**Run 1: sizing map**

Drawn at 8 px/µm.
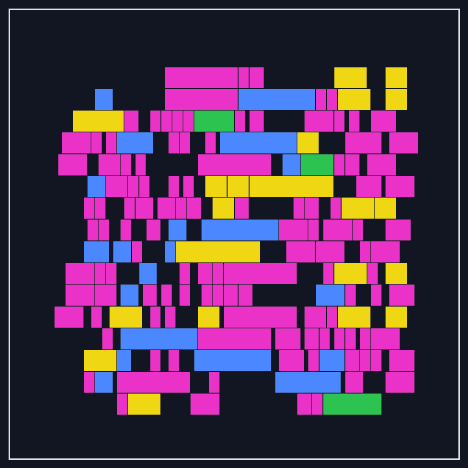
**Run 1: wire density map**

Drawn at 6 px/µm. The die is cut into 11 by 11 equal tiles; black is low, pale yellow is high, scaled to the fullest tile. Values are wire area over tile area, all layers added.
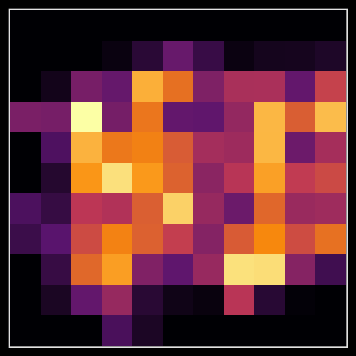
**Run 1: sequential cells colored by netlist name**

Drawn at 6 px/µm. Other sequential cells in the stronger gray, the rest of the logic in the fainter gray.
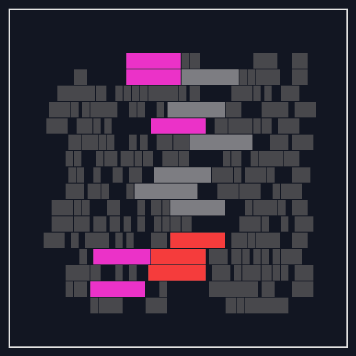
**src/rtl/out_port_allocator_pkg.sv**
```systemverilog
// Shared router types: port indices, one-hot port vector and allocator state.
package out_port_allocator_pkg;

    localparam int unsigned NUM_PORTS = 5;

    localparam int unsigned LOCAL = 0;
    localparam int unsigned SOUTH = 1;
    localparam int unsigned WEST  = 2;
    localparam int unsigned EAST  = 3;
    localparam int unsigned NORTH = 4;

    typedef logic [NUM_PORTS-1:0] port_onehot_t;

    typedef enum logic {
        IDLE   = 1'b0,
        LOCKED = 1'b1
    } alloc_state_t;

    // Next round-robin start: one position above the winner, N wraps to L.
    function automatic port_onehot_t rotl1(input port_onehot_t p);
        return {p[NORTH-1:LOCAL], p[NORTH]};
    endfunction

endpackage

```
**src/rtl/out_port_allocator_rr_arbiter_5.sv**
```systemverilog
// Combinational 5-way round-robin pick: first set req bit at or above rr_ptr, wrapping N -> L.
module rr_arbiter_5
    import out_port_allocator_pkg::*;
(
    input  port_onehot_t req,
    input  port_onehot_t rr_ptr,
    output port_onehot_t winner
);

    logic armed;

    // Walk the ports twice so the search can wrap past N back to the pointer.
    always_comb begin
        winner = '0;
        armed  = 1'b0;
        for (int k = 0; k < int'(2 * NUM_PORTS); k++) begin
            if (rr_ptr[k % int'(NUM_PORTS)]) armed = 1'b1;
            if (armed && req[k % int'(NUM_PORTS)] && (winner == '0))
                winner[k % int'(NUM_PORTS)] = 1'b1;
        end
    end

endmodule

```
**src/rtl/out_port_allocator.sv**
```systemverilog
// Per-output-port packet allocator with downstream credit tracking.
// OUT_ALLOC_BACK2BACK_EN: re-arbitrate in the tail cycle so a new packet starts without a bubble.
module out_port_allocator
    import out_port_allocator_pkg::*;
#(
    parameter int unsigned CREDIT_MAX = 4
) (
    input  logic       clk,
    input  logic       reset,
    input  logic [4:0] req,
    input  logic [4:0] flit_valid,
    input  logic [4:0] tail,
    input  logic       credit_in,
    output logic [4:0] grant,
    output logic [4:0] read_en,
    output logic       valid_out
);

    localparam int unsigned CNT_W = $clog2(CREDIT_MAX + 1);

    alloc_state_t     state_q, state_d;
    port_onehot_t     grant_d;
    port_onehot_t     rr_ptr_q, rr_ptr_d;
    logic [CNT_W-1:0] credit_q, credit_d;
    port_onehot_t     win;
    logic             xfer;
    logic             tail_xfer;

    rr_arbiter_5 u_arb (
        .req    (req),
        .rr_ptr (rr_ptr_q),
        .winner (win)
    );

`ifdef OUT_ALLOC_BACK2BACK_EN
    port_onehot_t win_b2b;

    // Same pointer, but the departing packet's own request is masked off.
    rr_arbiter_5 u_arb_b2b (
        .req    (req & ~grant),
        .rr_ptr (rr_ptr_q),
        .winner (win_b2b)
    );
`endif

    assign xfer      = (state_q == LOCKED) && (|(flit_valid & grant)) && (credit_q != '0);
    assign tail_xfer = xfer && (|(tail & grant));

    // Next-state and flit-movement strobes.
    always_comb begin
        state_d   = state_q;
        grant_d   = grant;
        rr_ptr_d  = rr_ptr_q;
        read_en   = grant & {NUM_PORTS{xfer}};
        valid_out = xfer;
        case (state_q)
            IDLE: begin
                if (req != '0) begin
                    state_d  = LOCKED;
                    grant_d  = win;
                    rr_ptr_d = rotl1(win);
                end
            end
            LOCKED: begin
                if (tail_xfer) begin
`ifdef OUT_ALLOC_BACK2BACK_EN
                    if (win_b2b != '0) begin
                        grant_d  = win_b2b;
                        rr_ptr_d = rotl1(win_b2b);
                    end else begin
                        state_d = IDLE;
                        grant_d = '0;
                    end
`else
                    state_d = IDLE;
                    grant_d = '0;
`endif
                end
            end
            default: begin
                state_d = IDLE;
                grant_d = '0;
            end
        endcase
    end

    // Credits: a returned credit and a departing flit cancel; saturate at CREDIT_MAX.
    always_comb begin
        credit_d = credit_q;
        case ({xfer, credit_in})
            2'b10:   credit_d = credit_q - CNT_W'(1);
            2'b01:   if (credit_q != CNT_W'(CREDIT_MAX)) credit_d = credit_q + CNT_W'(1);
            default: credit_d = credit_q;
        endcase
    end

    always_ff @(posedge clk or posedge reset) begin
        if (reset) begin
            state_q  <= IDLE;
            grant    <= '0;
            rr_ptr_q <= port_onehot_t'(1);
            credit_q <= CNT_W'(CREDIT_MAX);
        end else begin
            state_q  <= state_d;
            grant    <= grant_d;
            rr_ptr_q <= rr_ptr_d;
            credit_q <= credit_d;
        end
    end

endmodule
```
**config.mk**
```make
export PLATFORM = sky130hd
export DESIGN_NAME = out_port_allocator
export DESIGN_NICKNAME = d
export VERILOG_FILES = /design/src/rtl/out_port_allocator_pkg.sv /design/src/rtl/out_port_allocator_rr_arbiter_5.sv /design/src/rtl/out_port_allocator.sv
export SDC_FILE = /design/constraint.sdc
export NUM_CORES = 1
export LEC_CHECK = 0
export ABC_AREA = 1
export ABC_CLOCK_PERIOD_IN_PS = 2200
export CAP_MARGIN = 20
export CORE_MARGIN = 5
export CORE_UTILIZATION = 45
export DETAILED_ROUTE_END_ITERATION = 16
export GPL_TIMING_DRIVEN = 0
export HOLD_SLACK_MARGIN = 0.1
export PLACE_DENSITY = 0.77
export SLEW_MARGIN = 5
export SYNTH_ARGS = -nofsm -noshare
export SYNTH_HDL_FRONTEND = slang
export SYNTH_SLANG_ARGS = --single-unit
```
**constraint.sdc**
```tcl
create_clock -name clk -period 2.2 [get_ports clk]
set_clock_uncertainty 0.05 [all_clocks]
set_input_delay 0.33 -clock clk [delete_from_list [all_inputs] [get_ports clk]]
set_output_delay 0.33 -clock clk [all_outputs]
set_load 0.1 [all_outputs]
```
==> flow_summary.ini, run 1 <==
; yosys + openroad results
[floorplan]
row_count = 16
chip_area_um2 = 3140
chipHeight_um = 56.1
floorplan.initialDensity_pct = 47.7
die_w_um = 56.1

[grt]
via_count_of_the_first_global_routing_pass = 902
wire_length_of_the_first_global_routing_pass_mm = 3.81

[power]
power.share.sequential_pct = 50.2
internal_power_mw = 0.471
power_density_nw_per_um2 = 474
total_power_mw = 0.644
proportion_of_power_drawn_by_the_clock_network_pct = 27.0
p_leak_nw = 0.692
switching_share_pct = 27.0
peakVddDrop_mv = 0.343

[final_timing]
final_period_minus_worst_setup_slack_ps = 2070
period_used_pct = 94.0
setup_tns_ps = 0
tightest_hold_margin_ps = 325
relSlewSlack_pct = 35.2
fmax_ghz = 0.484

[yosys]
synth-simple-area-share_pct = 42.6
post_synth_fa_ha_maj_area_fraction_pct = 2.10
postSynth.asyncResetShare_pct = 100
synthesis.instances = 131
yosys_warnings = 0
ys_ff = 14
synth.area.mux_share_pct = 0
mappedNetlistArea_um2 = 955
synthMostInstantiatedCell = sky130_fd_sc_hd__nand2_1
synth_xor_xnor_area_share_pct = 1.83
edf_count = 0
synth_cell_types = 26
synth-compound-area-share_pct = 6.16

[outcome]
run_status = complete, no violations

[routing]
detailedRoute.firstPassIterationCount = 4
drt_iter0_markers = 13
wl_per_cell_um = 11.4
drt-vias-per-instance = 4.68
finalWirelength_mm = 2.16
wl_met2_mm = 1.03

[clock_tree]
cts_buffers = 3
number_of_post_cts_setup_repair_buffers = 0
clkTransAtPathRegs_ps = 80
insertion_delay_late_pin_ps = 270
ctsHoldBuffers = 0

[cells_and_area]
layout.cells.non_filler = 190
filler_cell_count = 186
area_growth_pct = 42.3
final_design_area_no_fill_um2 = 1360
n_antenna_cell = 0

[placed_design]
numPortBuffers = 28
detailed_place.area_um2 = 1330
gp_congestion = 0.832

[setup_path]
worstPathMaxFanout = 10
critical-path-max-stage-delay_ps = 500
critical-path-top-cell-by-count = sky130_fd_sc_hd__nand2_1
crit_path_class = reg -> out
Back to the opening pictures, 'sizing map':
Yellow shows drive 3 to 4, cells 21, share 13%, most used nor2_4. Green shows drive 6 and up, cells 3, share 1.8%. Blue shows drive 2, cells 20, share 12%. Magenta shows drive 1 or less, cells 119, share 73%, most used nand2_1.

Back to the opening pictures, 'wire density map':
The emptiest ninth of the die: upper left. 25% of the tiles are nearly empty. The mean over all tiles is 0.11. 29% of the tiles are over half the peak.

Back to the opening pictures, 'sequential cells colored by netlist name':
Magenta shows rr_ptr_q, placed flops 5. Red shows credit_q, placed flops 3.
Another 6 sequential cells are not colored.

==> run 1: worst paths after layout <==
path / end / startpoint / slack [ps]
max: valid_out / grant[0] / 130
min: rr_ptr_q[1] / reset / 330
max reg2reg: credit_q[2] / grant[0] / 170
min reg2reg: rr_ptr_q[4] / rr_ptr_q[4] / 440
max in group asynchronous: grant[1] / reset / 1400
min in group clk: rr_ptr_q[4] / rr_ptr_q[4] / 440
==> run 1: worst register-to-register path, delay by kind of cell (launching register included) <==
kind                       cells  cell delay (ps)
and+or+nand+nor                7              560
DFF                            1              500
adders and majority gates      1              350
buffers and inverters          2              220
xor gates and xnor gates       1              160
AOI/OAI and AO/OA              1              120
==> run 1: final cells by class <==
| cell class | count | area [µm²] | area share [%] |
|---|---|---|---|
| flip-flops and latches | 14 | 364 | 26.8 |
| well taps | 27 | 33.8 | 2.49 |
| plain buffers | 2 | 27.5 | 2.03 |
| inverters | 22 | 87.6 | 6.45 |
| multi-input cells | 93 | 543 | 40.0 |
| clock buffers | 4 | 36.3 | 2.67 |
| repair buffers | 28 | 267 | 19.6 |
==> run 1: power groups by stage <==
stage	Sequential [mW]	Clock, mW	Combinational (mW)
finish	0.323	0.174	0.147
global route	0.327	0.192	0.173
CTS	0.321	0.177	0.148
detailed placement	0.327	0	0.148
global placement	0.324	0	0.141
floorplan	0.322	0	0.0918
==> run 1: per-layer routing <==
metal	up-vias	global-route usage, %
li1	473	-
met1	382	17.3
met2	31	27.0
met3	4	3.02
met4	0	6.10
met5	-	0
==> run 1: state kept, by name, summed over array words and instances, names as in the netlist <==
register,count
state_q,1
rr_ptr_q,5
credit_q,3
grant,5
==> run 1: kinds of logic after synthesis <==
kind of cell / count (synthesis)
flops: 14
xor+xnor: 2
simple gates: 81
compound gates: 9
buf+inv: 24
fa+ha+maj: 1
==> inputs of run 2 (changes only) <==
--- a/config.mk
+++ b/config.mk
@@ -13,7 +13,7 @@
 export DETAILED_ROUTE_END_ITERATION = 16
 export GPL_TIMING_DRIVEN = 0
 export HOLD_SLACK_MARGIN = 0.1
-export PLACE_DENSITY = 0.77
+export PLACE_DENSITY = 0.87
 export SLEW_MARGIN = 5
 export SYNTH_ARGS = -nofsm -noshare
 export SYNTH_HDL_FRONTEND = slang
**Run 2: sequential cells colored by netlist name**

Drawn at 6 px/µm. Other sequential cells in the stronger gray, the rest of the logic in the fainter gray.
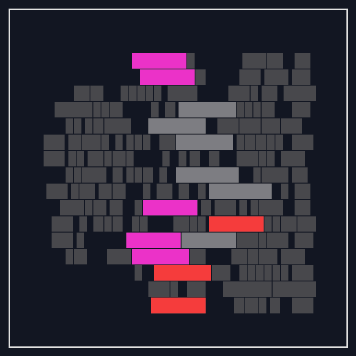
Magenta shows rr_ptr_q, placed flops 5. Red shows credit_q, placed flops 3.
Another 6 sequential cells are not colored.

==> run 2 against run 1 <==
Sequential power about the same. Power up 0.51%. Final cell count up 0.53%. Clock-buffer cell count is the same. Clock power barely moved. First-iteration DRC count shrank 15%.
==> flow_summary.ini, run 2 <==
; yosys + openroad results
[outcome]
run_status = complete, no violations

[grt]
via_count_of_the_first_global_routing_pass = 922
global_routing_met3_resource_utilization_pct = 3.02
grt_antenna_before_repair = 0
busiest_layer = met2
wire_length_of_the_first_global_routing_pass_mm = 3.86
grt.met1_usage_pct = 18.1

[power]
internal_power_mw = 0.472
switching_share_pct = 27.1
proportion_of_power_drawn_by_the_clock_network_pct = 27.0
total_power_mw = 0.648
power.share.sequential_pct = 49.8
peakVddDrop_mv = 0.336
p_leak_nw = 0.697
power_density_nw_per_um2 = 473

[cells_and_area]
biggestCellCategory = multi-input combinational cells
comb_cells = 93
layout.clock.cell_area_share_pct = 2.65
sequential_cell_area_um2 = 364
signal_buffers = 31
buffering_overhead_pct = 22.3
nClkBuffers = 4
n_all_inverters = 22
n_antenna_cell = 0
sh_comb_area_pct = 39.6
area_growth_pct = 43.5
seq_cells = 14
layout.cells.non_filler = 191
seq-cell-share_pct = 26.6
final-comb-area_um2 = 543

[final_timing]
fmax_ghz = 0.484
relSlewSlack_pct = 35.1
final_period_minus_worst_setup_slack_ps = 2070
worst_slew_pin_slew_ps = 972
period_used_pct = 93.9

[floorplan]
nWellTaps = 27
row_count = 16
die_w_um = 56.1
chipHeight_um = 56.1

[setup_path]
crit_path_start_kind = input port
crit_path_class = in -> out
worstPathMaxFanout = 10

[yosys]
fp_nets = 150
synth-compound-area-share_pct = 6.16
yosys_warnings = 0
postSynth.asyncResetShare_pct = 100
synthMostInstantiatedCell = sky130_fd_sc_hd__nand2_1
edf_count = 0
synth_cell_types = 26
synth_xor_xnor_area_share_pct = 1.83
synth-simple-area-share_pct = 42.6
post_synth_fa_ha_maj_area_fraction_pct = 2.10
ys_ff = 14
mappedNetlistArea_um2 = 955
synthesis.instances = 131

[routing]
highest-signal-layer = met4
drt_iter0_markers = 11
wl_met2_mm = 1.05
detailedRoute.firstPassIterationCount = 4
drt-vias-per-instance = 4.94
wl_per_cell_um = 11.5

[placed_design]
numPortBuffers = 28
gp_congestion = 0.862

[clock_tree]
clkTransAtPathRegs_ps = 80
cts_buffers = 3
## run 2: cell count changes in the layout (fill, tap and decap cells not counted), sizes merged
cell,change
buf,+1
## run 2: final timing paths
check                         startpoint     endpoint  slack (ps)
max                        flit_valid[1]   read_en[1]         130
min                                reset  credit_q[0]         320
max reg2reg                     grant[0]  credit_q[1]         240
min reg2reg                  rr_ptr_q[4]  rr_ptr_q[4]         440
max in group asynchronous          reset     grant[1]        1410
min in group clk             rr_ptr_q[4]  rr_ptr_q[4]         440
## run 2: power groups by stage
stage | sequential (mW) | combinational (mW) | clock, mW
detailed placement | 0.328 | 0.144 | 0
finish | 0.323 | 0.150 | 0.175
global placement | 0.324 | 0.138 | 0
global route | 0.330 | 0.169 | 0.195
floorplan | 0.322 | 0.0918 | 0
CTS | 0.322 | 0.145 | 0.181
## run 2: repair_timing
action                     4_1_cts  5_1_grt
setup buffers                    0        1
hold buffers                     0        0
pin swaps                        0        1
resized                         40        5
setup endpoints to repair       10        3
## run 2: metrics by stage
stage	TNS, ps	hold slack [ps]
after floorplan	0	168
after global placement	-4340	421
after detailed placement	-4460	420
after CTS	0	331
after global routing	-13.9	371
final	0	317
## run 2: worst max-delay path, cell delays in order
cell and delay (ps):
sky130_fd_sc_hd__clkdlybuf4s50_1 470, sky130_fd_sc_hd__nand2_1 60, sky130_fd_sc_hd__nand2_1 50, sky130_fd_sc_hd__a21oi_1 30, sky130_fd_sc_hd__nand3_1 90, sky130_fd_sc_hd__nand3_2 110, sky130_fd_sc_hd__buf_12 180, sky130_fd_sc_hd__nor2_4 70
sky130_fd_sc_hd__buf_4 290
## run 2: cell families (layout without fill, tap and decap cells)
family / Yosys count / in the layout
buf+inv: 24 / 57
xor+xnor: 2 / 2
fa+ha+maj: 1 / 1
compound gates: 9 / 9
flops: 14 / 14
simple gates: 81 / 81
Power figures rest on the tool's default switching activity, not on a simulated workload.
